### src/rtl/shift_pkg.sv
// shift_pkg: decode constants, op encodings and issue-entry layout shared by the shift issue stage
package shift_pkg;
    localparam logic [5:0] OPC_RTYPE = 6'b000000;
    localparam logic [5:0] FN_SLL    = 6'b000000;
    localparam logic [5:0] FN_SRL    = 6'b000010;
    localparam logic [5:0] FN_SRA    = 6'b000011;
    localparam logic [5:0] FN_SLLV   = 6'b000100;
    localparam logic [5:0] FN_SRLV   = 6'b000110;
    localparam logic [5:0] FN_SRAV   = 6'b000111;
    localparam logic [1:0] SOP_SLL   = 2'd0;
    localparam logic [1:0] SOP_SRL   = 2'd1;
    localparam logic [1:0] SOP_SRA   = 2'd2;
    localparam logic [1:0] SOP_ROTR  = 2'd3;
    typedef struct packed {
        logic [31:0] a;
        logic [31:0] b;
        logic [1:0]  op;
        logic        is_shift;
    } shift_entry_t;
    localparam int ENTRY_W = $bits(shift_entry_t);
    function automatic int entry_w(input int dw);
        return 2 * dw + 3;
    endfunction
endpackage

### src/rtl/skid_buf2.sv
// skid_buf2: 2-entry valid/ready elastic buffer; ports clk/rst/flush, in_valid/in_ready/in_data, out_valid/out_ready/out_data
module skid_buf2 #(
    parameter int W = 8
) (
    input  logic         clk,
    input  logic         rst,
    input  logic         flush,
    input  logic         in_valid,
    output logic         in_ready,
    input  logic [W-1:0] in_data,
    output logic         out_valid,
    input  logic         out_ready,
    output logic [W-1:0] out_data
);
    logic         m_valid, s_valid, acc, main_free;
    logic [W-1:0] m_data, s_data;
    assign acc       = in_valid && !s_valid;
    // main can take new content when empty or being consumed this cycle
    assign main_free = !m_valid || out_ready;
    assign in_ready  = !s_valid;
    assign out_valid = m_valid;
    assign out_data  = m_data;
    always_ff @(posedge clk) begin
        if (rst || flush) begin
            m_valid <= 1'b0;
            s_valid <= 1'b0;
            if (rst) begin
                m_data <= '0;
                s_data <= '0;
            end
        end else if (main_free) begin
            m_valid <= s_valid || acc;
            m_data  <= s_valid ? s_data : acc ? in_data : m_data;
            s_valid <= 1'b0;
        end else if (acc) begin
            s_valid <= 1'b1;
            s_data  <= in_data;
        end
    end
endmodule

### src/rtl/shift_issue_stage.sv
// shift_issue_stage: decodes R-type shifts into shamt-packed operand A, operand B, op select; 2-entry skid buffer to the shifters
// ports: clk, rst, flush, in_valid/in_ready, instr, rs_val, rt_val, out_valid/out_ready, shift_a, shift_b, shift_op, is_shift
// optional macro SHIFT_ISSUE_ROTR_EN enables ROTR/ROTRV decode (shift_op=3)
module shift_issue_stage
    import shift_pkg::*;
#(
    parameter int DATA_W    = 32,
    parameter int SHAMT_LSB = 6
) (
    input  logic              clk,
    input  logic              rst,
    input  logic              flush,
    input  logic              in_valid,
    output logic              in_ready,
    input  logic [31:0]       instr,
    input  logic [DATA_W-1:0] rs_val,
    input  logic [DATA_W-1:0] rt_val,
    output logic              out_valid,
    input  logic              out_ready,
    output logic [DATA_W-1:0] shift_a,
    output logic [DATA_W-1:0] shift_b,
    output logic [1:0]        shift_op,
    output logic              is_shift
);
    localparam int EW = entry_w(DATA_W);
    logic [5:0]        funct;
    logic              rtype, imm_sh, var_sh, is_sh, rot, unused_bits;
    logic [4:0]        shamt;
    logic [1:0]        op;
    logic [DATA_W-1:0] a;
    logic [EW-1:0]     in_data, out_data;
    assign funct  = instr[5:0];
    assign rtype  = instr[31:26] == OPC_RTYPE;
    assign imm_sh = rtype && (funct == FN_SLL || funct == FN_SRL || funct == FN_SRA);
    assign var_sh = rtype && (funct == FN_SLLV || funct == FN_SRLV || funct == FN_SRAV);
    assign is_sh  = imm_sh || var_sh;
`ifdef SHIFT_ISSUE_ROTR_EN
    assign rot = (funct == FN_SRL && instr[21]) || (funct == FN_SRLV && instr[6]);
`else
    assign rot = 1'b0;
`endif
    assign shamt = imm_sh ? instr[10:6] : rs_val[4:0];
    // funct[1:0] distinguishes the family: 00 left, 10 logical right, 11 arithmetic right
    assign op = !is_sh ? SOP_SLL : rot ? SOP_ROTR : funct[1:0] == 2'b11 ? SOP_SRA : funct[1] ? SOP_SRL : SOP_SLL;
    assign a = is_sh ? DATA_W'(shamt) << SHAMT_LSB : '0;
    assign in_data = {a, rt_val, op, is_sh};
    assign {shift_a, shift_b, shift_op, is_shift} = out_data;
    assign unused_bits = ^{instr[25:11], rs_val[DATA_W-1:5]};
    skid_buf2 #(.W(EW)) u_buf (
        .clk      (clk),
        .rst      (rst),
        .flush    (flush),
        .in_valid (in_valid),
        .in_ready (in_ready),
        .in_data  (in_data),
        .out_valid(out_valid),
        .out_ready(out_ready),
        .out_data (out_data)
    );
endmodule

### config.mk
export PLATFORM = sky130hd
export DESIGN_NAME = shift_issue_stage
export DESIGN_NICKNAME = d
export VERILOG_FILES = /design/src/rtl/shift_pkg.sv /design/src/rtl/skid_buf2.sv /design/src/rtl/shift_issue_stage.sv
export SDC_FILE = /design/constraint.sdc
export NUM_CORES = 1
export LEC_CHECK = 0
export CAP_MARGIN = 0
export CORE_MARGIN = 4
export CORE_UTILIZATION = 35
export DETAILED_ROUTE_END_ITERATION = 10
export GPL_TIMING_DRIVEN = 0
export HOLD_SLACK_MARGIN = 0.1
export PLACE_DENSITY = 0.7
export SYNTH_ARGS = -nofsm -noshare
export SYNTH_HDL_FRONTEND = slang
export SYNTH_SLANG_ARGS = --single-unit
### constraint.sdc
create_clock -name clk -period 5.25 [get_ports clk]
set_input_delay 1.05 -clock clk [delete_from_list [all_inputs] [get_ports clk]]
set_output_delay 1.05 -clock clk [all_outputs]
set_load 0.1 [all_outputs]
### The clock network, run 1

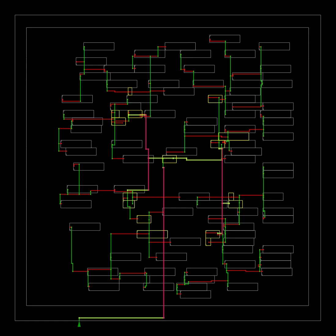
clock network power: 0.494 mW
clk_buf instances: 9
Clock Skew: 0.00903 ns

### Clock wires, drivers and flops, run 1

Scale: 3 px per um.
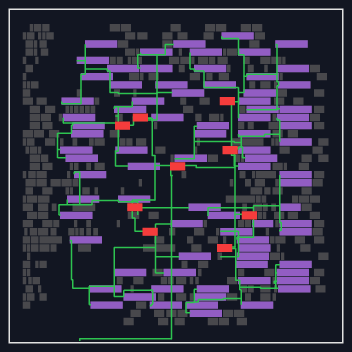
[flip-flops] purple | count: 82
[clock drivers] red | count: 9
[clock wires] green | length: 986 um
flops lie: spread over the die

### Routed metal per tile, run 1

Scale: 3 px per um. 22 x 22 tiles, from black (low) to pale yellow (high), scaled to the fullest tile. Values are wire area over tile area, all layers added.
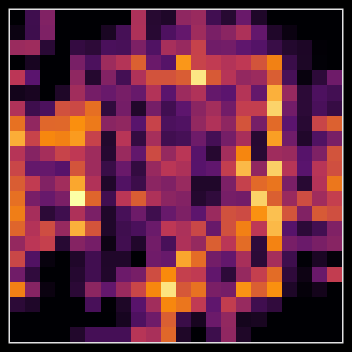
nearly empty tiles: 14%
mean over tiles: 0.098
tiles over half the peak: 23%
emptiest ninth of the die: south-west
fullest tile: 0.31

==> impl_metrics.csv, run 1 <==
group,metric,value,unit
critical_path,ff2ff_path_depth,4,
route,wire_per_inst,13.6,um
clock_tree,postCtsHoldBufs,0,
final_layout,largest_class,"registers",
final_layout,comb_share,0.206,
min_path,hold_start,"u_buf.s_data[42]$_SDFFCE_PP0P_",
clock_tree,cts_made_buffers,9,
timing,tightest_slew,1.02,ns
global_route,grt.met2_usage,0.210,
critical_path,reg2reg_from,"u_buf.s_valid$_SDFFE_PN0P_",
final_layout,seq_cell_count,82,
die,core_util_floorplan,0.359,
power,switching_share,0.323,
power,power_leakage,1.98,nW
power,power.density,321,nW/um^2
route,remaining_drc_errors,0,
timing,fin_ws,1.93,ns
place,place.gp.congestion,0.722,
final_layout,logic_area,1070,sq um
power,power_leader,"sequential cells",
timing,rsz0062_at_grt,"no",
global_route,grt_pass1_wl,12200,um
clock_tree,htree_levels,3,
critical_path,rr_endpoint,"u_buf.out_data[3]$_SDFFCE_PP0P_",
final_layout,fin_nets,510,
synth,synth-seq-cells,82,
synth,top_area_frac,0.652,
power,total_power,1.67,mW
route,wl_met3,515,um
critical_path,path_delay_family,"buffers and inverters",
final_layout,area.share.sequential,0.469,
timing,post-route-min-period,3.32,ns
min_path,hp-class,"reg -> reg",
timing,setup_tns,0,ns
synth,ys_sh_adder,0,
route,wl_met2,3680,um
critical_path,critPathLaunch,"u_buf.s_valid$_SDFFE_PN0P_",
final_layout,instances_no_fill,550,
final_layout,final.fill_count,913,
power,comb_power_share,0.246,
timing,hold_viol_final,0,
final_layout,n_all_inverters,3,
synth,most_common_cell,"edfxtp_1",
route,drtAntennaViolNets,0,
place,place_area,4990,sq um
global_route,use_met1,0.151,
critical_path,start_kind,"flop",
critical_path,path_class,"reg -> out",
final_layout,area_growth,41.4,%
synth,synthTopCellsByCount,"edfxtp_1 (80), nor2_1 (41), mux2i_1 (37), and2_1 (32), buf_4 (27)",
route,first_iter_violations,95,
global_route,grt_max_degree,41,
route,routed.top_layer,"met4",
route,vias,2406,
global_route,overflow,0,
synth,ys_cells,271,
power,powerSeq,0.767,mW
power,vdd.ir_drop.worst,140,uV
timing,drv_slew,0,
place,place_ws,2.24,ns
clock_tree,clock_path_buffers,2,
clock_tree,clk_latency,0.34,ns
critical_path,required,4.20,ns
synth,synth_area,3690,sq um
min_path,min_to,"u_buf.out_data[42]$_SDFFCE_PP0P_",
die,core-area,10300,sq um
synth,ys.flop_type,"edfxtp_1",
run,cap_violations,0,
synth,synthTopCellsByArea,"edfxtp_1 (65%), mux2i_1 (10%), buf_4 (5.5%), and2_1 (5.4%), nor2_1 (4.2%)",
global_route,grt_usage,0.124,
timing,max_freq,302,MHz
critical_path,cp_cell_sequence,"clkbuf_1 > inv_1 > clkdlybuf4s50_1",
critical_path,cpPeakStageDelay,1.01,ns
clock_tree,ctsResizeCount,0,
die,dieArea,12200,sq um
final_layout,n_all_buffers,142,
critical_path,cp.arrival,2.27,ns
power,clock_power_share,0.296,
run_status,status,"finished, final reports clean",
critical_path,ff2ff_setup_slack,3.08,ns
timing,setup_viol,0,
global_route,grt_antenna_before_repair,0,
die,fp.dieH,111,um
synth,simple_gate_area_frac,0.140,
power,p_int,1.13,mW
clock_tree,root_buffer,"clkbuf_8",
final_layout,final_common_cell,"clkdlybuf4s50_1",
### Signal wires on met3, run 1

Scale: 4 px per um.
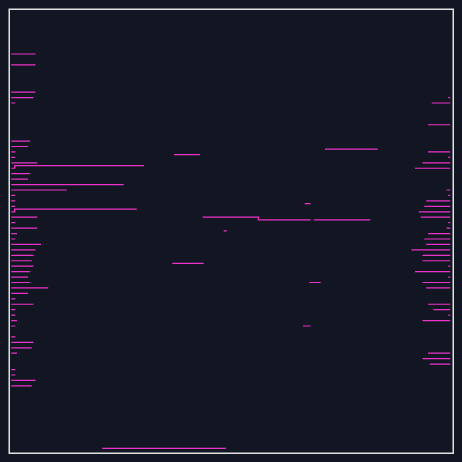

==> run 2, diff against run 1 <==
==> constraint.sdc (replaced) <==
create_clock -name clk -period 3.25 [get_ports clk]
set_input_delay 0.65 -clock clk [delete_from_list [all_inputs] [get_ports clk]]
set_output_delay 0.65 -clock clk [all_outputs]
set_load 0.1 [all_outputs]
### Signal wires on met3, run 2

Scale: 4 px per um.
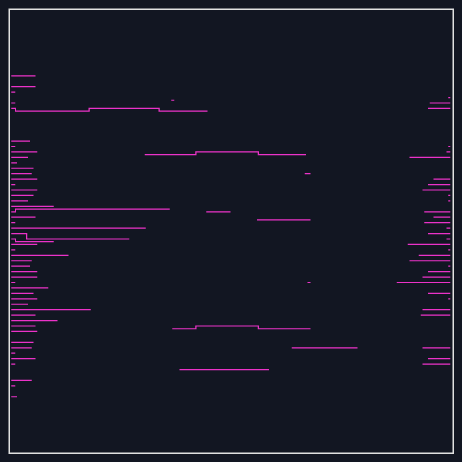
wire length on this layer: 672 um
share of all routed wire: 9.2%

### Routed metal per tile, run 2

Scale: 3 px per um. 22 x 22 tiles, from black (low) to pale yellow (high), scaled to the fullest tile. Values are wire area over tile area, all layers added.
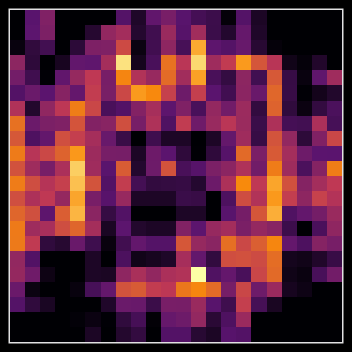
DR vias: 2362
Routed WL: 7320 um
DR WL/cell: 13.3 um
GRT Util Overall: 0.122

==> run 2 against run 1 <==
  * Routed wire length shrank 1.9%
  * Clock skew grew 0.0021 ns
  * Combinational power grew 61%
  * Count of clock-buffer cells in the layout grew 2
  * Synthesized cell count is the same
  * Hold slack lost 0.0016 ns
  * Final cell count is the same
  * Non-clock buffer count is the same
  * Utilization shrank 0.061 points
  * Total power grew 62%
  * Critical path depth is the same
  * Area after synthesis is the same
==> impl_metrics.csv, run 2 <==
group,metric,value,unit
run_status,status,"finished, final reports clean",
timing,drv_slew,0,
die,core_util_floorplan,0.359,
place,place.gp.congestion,0.740,
global_route,overflow,0,
synth,ys_cells,271,
critical_path,required,2.60,ns
die,fp.dieH,111,um
min_path,hold_start,"u_buf.out_valid$_SDFFE_PP0P_",
critical_path,cp.arrival,2.27,ns
critical_path,critPathLaunch,"u_buf.s_valid$_SDFFE_PN0P_",
clock_tree,root_buffer,"clkbuf_8",
route,drtAntennaViolNets,0,
critical_path,ff2ff_path_depth,4,
final_layout,n_all_inverters,3,
clock_tree,cts_made_buffers,9,
die,rows,37,
timing,post-route-min-period,2.92,ns
route,routed.top_layer,"met4",
timing,rsz0062_at_grt,"no",
critical_path,rr_endpoint,"u_buf.out_data[1]$_SDFFCE_PP0P_",
synth,most_common_cell,"edfxtp_1",
clock_tree,ctsResizeCount,0,
global_route,grt_antenna_before_repair,0,
power,clock_power_share,0.298,
critical_path,start_kind,"flop",
critical_path,path_class,"reg -> out",
die,core-area,10300,sq um
final_layout,n_all_buffers,142,
route,wl_met3,671,um
route,post_drt_via_cell_ratio,4.29,
place,place_ws,0.590,ns
final_layout,largest_class,"registers",
synth,synth_area,3690,sq um
route,first_iter_violations,57,
route,wl_met2,3490,um
final_layout,instances_no_fill,550,
synth,synth-seq-cells,82,
power,switching_share,0.322,
critical_path,ff2ff_setup_slack,1.18,ns
power,p_int,1.83,mW
synth,postSynthSeqShare,0.663,
clock_tree,postCtsHoldBufs,0,
timing,tightest_slew,1.03,ns
global_route,use_met1,0.151,
power,pg_clk,0.807,mW
timing,setup_viol,0,
final_layout,seq_cell_count,82,
synth,ys_sh_adder,0,
timing,fin_ws,0.332,ns
power,power_leakage,1.97,nW
timing,max_freq,343,MHz
critical_path,crit_end,"in_ready",
global_route,grt_max_degree,41,
min_path,hp-class,"reg -> reg",
critical_path,cpPeakStageDelay,1.01,ns
final_layout,comb_share,0.206,
synth,syn_avg_cell_area,13.6,sq um
place,place_area,4990,sq um
clock_tree,clock_path_buffers,2,
synth,synthTopCellsByCount,"edfxtp_1 (80), nor2_1 (41), mux2i_1 (37), and2_1 (32), buf_4 (27)",
synth,simple_gate_area_frac,0.140,
final_layout,clock_buffer_count,11,
synth,synthTopCellsByArea,"edfxtp_1 (65%), mux2i_1 (10%), buf_4 (5.5%), and2_1 (5.4%), nor2_1 (4.2%)",
final_layout,logic_area,1070,sq um
global_route,grt_pass1_wl,11900,um
run,cap_violations,0,
synth,top_area_frac,0.652,
clock_tree,htree_levels,3,
power,total_power,2.71,mW
critical_path,reg2reg_from,"u_buf.s_valid$_SDFFE_PN0P_",
power,power_leader,"sequential cells",
timing,setup_tns,0,ns
global_route,grt.met2_usage,0.199,
die,dieArea,12200,sq um
route,remaining_drc_errors,0,
clock_tree,clk_latency,0.35,ns
power,comb_power_share,0.244,
critical_path,cp_cell_sequence,"clkbuf_1 > inv_1 > clkdlybuf4s50_1",
min_path,min_to,"u_buf.s_valid$_SDFFE_PN0P_",
power,vdd.ir_drop.worst,194,uV
### Clock wires, drivers and flops, run 2

Scale: 3 px per um.
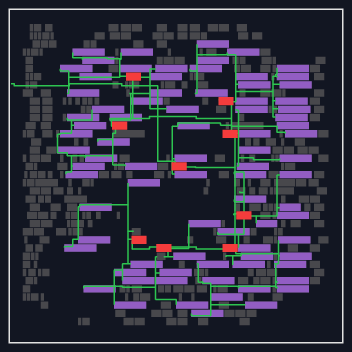
[clock wires] green | length: 981 um
[clock drivers] red | count: 9
[flip-flops] purple | count: 82
routed clock nets: 10
flops lie: spread over the die

### The clock network, run 2

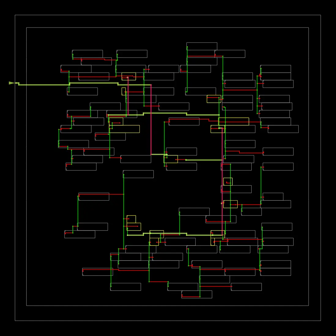

==> run 3, diff against run 2 <==
--- a/config.mk
+++ b/config.mk
@@ -6,12 +6,14 @@
 export NUM_CORES = 1
 export LEC_CHECK = 0
 export CAP_MARGIN = 0
+export CELL_PAD_IN_SITES_DETAIL_PLACEMENT = 1
+export CELL_PAD_IN_SITES_GLOBAL_PLACEMENT = 1
 export CORE_MARGIN = 4
-export CORE_UTILIZATION = 35
+export CORE_UTILIZATION = 32
 export DETAILED_ROUTE_END_ITERATION = 10
 export GPL_TIMING_DRIVEN = 0
 export HOLD_SLACK_MARGIN = 0.1
-export PLACE_DENSITY = 0.7
+export PLACE_DENSITY_LB_ADDON = 0.1
 export SYNTH_ARGS = -nofsm -noshare
 export SYNTH_HDL_FRONTEND = slang
 export SYNTH_SLANG_ARGS = --single-unit
### The clock network, run 3

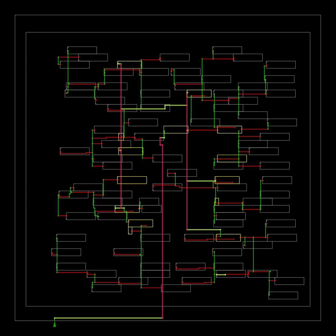
Flop Count: 82
Num CTS Buffers: 9
clock network power: 1.03 mW

### Routed metal per tile, run 3

Scale: 3 px per um. 23 x 23 tiles, from black (low) to pale yellow (high), scaled to the fullest tile. Values are wire area over tile area, all layers added.
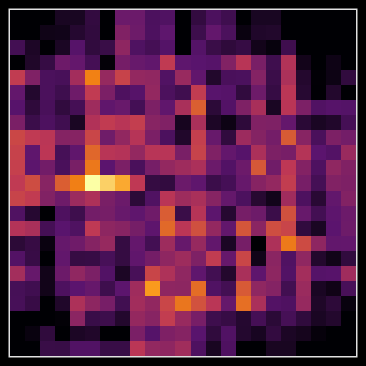
nearly empty tiles: 11%
emptiest ninth of the die: north-east
fullest tile: 0.38
tiles over half the peak: 9.8%
densest ninth of the die: west
mean over tiles: 0.10

### Signal wires on met3, run 3

Scale: 4 px per um.
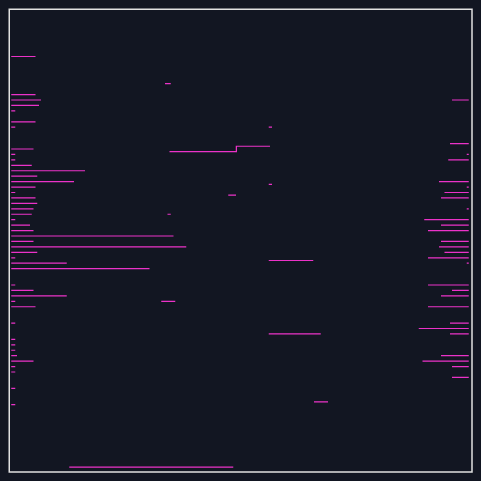
nets with wire on the layer: 76
share of all routed wire: 6.9%
wire length on this layer: 572 um

==> run 3 against run 2 <==
  * Non-clock buffer count up 1
  * Critical path depth is the same
  * Utilization decreased by 2.6 points
  * Final cell count up 0.55%
  * Largest power group unchanged
  * Critical endpoint unchanged
  * Hold slack barely moved
  * Area after synthesis unchanged
  * Design area grew 2.2%
  * First-iteration DRC count grew 39%
  * Die area grew 8.7%
==> impl_metrics.csv, run 3 <==
group,metric,value,unit
run_status,status,"finished, final reports clean",
timing,max_freq,348,MHz
clock_tree,htree_levels,3,
route,remaining_drc_errors,0,
route,vias,2405,
die,core-area,11100,sq um
clock_tree,root_buffer,"clkbuf_16",
critical_path,rr_endpoint,"u_buf.out_data[22]$_SDFFCE_PP0P_",
critical_path,cp_cell_sequence,"clkbuf_1 > inv_1 > clkdlybuf4s50_1",
clock_tree,ctsResizeCount,0,
global_route,grt_use_met3,0.0384,
power,power_leader,"sequential cells",
route,first_iter_violations,79,
critical_path,start_kind,"flop",
timing,setup_tns,0,ns
synth,synth-seq-cells,82,
critical_path,cp.arrival,2.23,ns
critical_path,cpPeakStageDelay,1.01,ns
final_layout,n_all_buffers,143,
synth,top_area_frac,0.652,
die,rows,38,
timing,drv_slew,0,
clock_tree,clk_latency,0.33,ns
global_route,use_met1,0.155,
route,routed_wl,8260,um
synth,ys_sh_adder,0,
power,power_leakage,2.02,nW
critical_path,ff2ff_path_depth,4,
final_layout,largest_class,"registers",
synth,synthTopCellsByCount,"edfxtp_1 (80), nor2_1 (41), mux2i_1 (37), and2_1 (32), buf_4 (27)",
global_route,grt_pass1_wl,13100,um
final_layout,logic_area,1070,sq um
final_layout,clock_buffer_count,10,
clock_tree,clock_path_buffers,2,
global_route,grt_antenna_before_repair,0,
clock_tree,postCtsHoldBufs,0,
synth,synth_area,3690,sq um
route,routed.top_layer,"met4",
power,switching_share,0.299,
synth,synthTopCellsByArea,"edfxtp_1 (65%), mux2i_1 (10%), buf_4 (5.5%), and2_1 (5.4%), nor2_1 (4.2%)",
final_layout,comb_share,0.202,
min_path,hold_start,"u_buf.s_data[44]$_SDFFCE_PP0P_",
timing,tightest_slew,1.02,ns
critical_path,ff2ff_setup_slack,1.18,ns
synth,ys_chip_area,3690,sq um
die,core_util_floorplan,0.333,
global_route,grt_usage,0.131,
global_route,grt_pass1_vias,2578,
synth,simple_gate_area_frac,0.140,
global_route,grt_max_degree,26,
critical_path,required,2.60,ns
clock_tree,cts_tree,"yes",
critical_path,reg2reg_from,"u_buf.s_valid$_SDFFE_PN0P_",
global_route,grt.met2_usage,0.219,
power,p_int,2.06,mW
final_layout,area.share.sequential,0.459,
place,place_area,5020,sq um
place,place.gp.congestion,0.665,
final_layout,instances_no_fill,553,
min_path,hp-class,"reg -> reg",
power,comb_power_share,0.227,
die,fp.dieH,115,um
route,wire_per_inst,14.9,um
critical_path,path_class,"reg -> out",
synth,syn_avg_cell_area,13.6,sq um
die,dieArea,13300,sq um
power,total_power,2.94,mW
run,cap_violations,0,
synth,most_common_cell,"edfxtp_1",
route,drtAntennaViolNets,0,
power,vdd.ir_drop.worst,238,uV
route,post_drt_via_cell_ratio,4.35,
power,clock_power_share,0.351,
route,wl_met2,3990,um
route,wl_met3,571,um
timing,rsz0062_at_grt,"no",
timing,setup_viol,0,
synth,ys_cells,271,
synth,postSynthSeqShare,0.663,
No activity file was given, so power comes from the tool's default toggle rates.
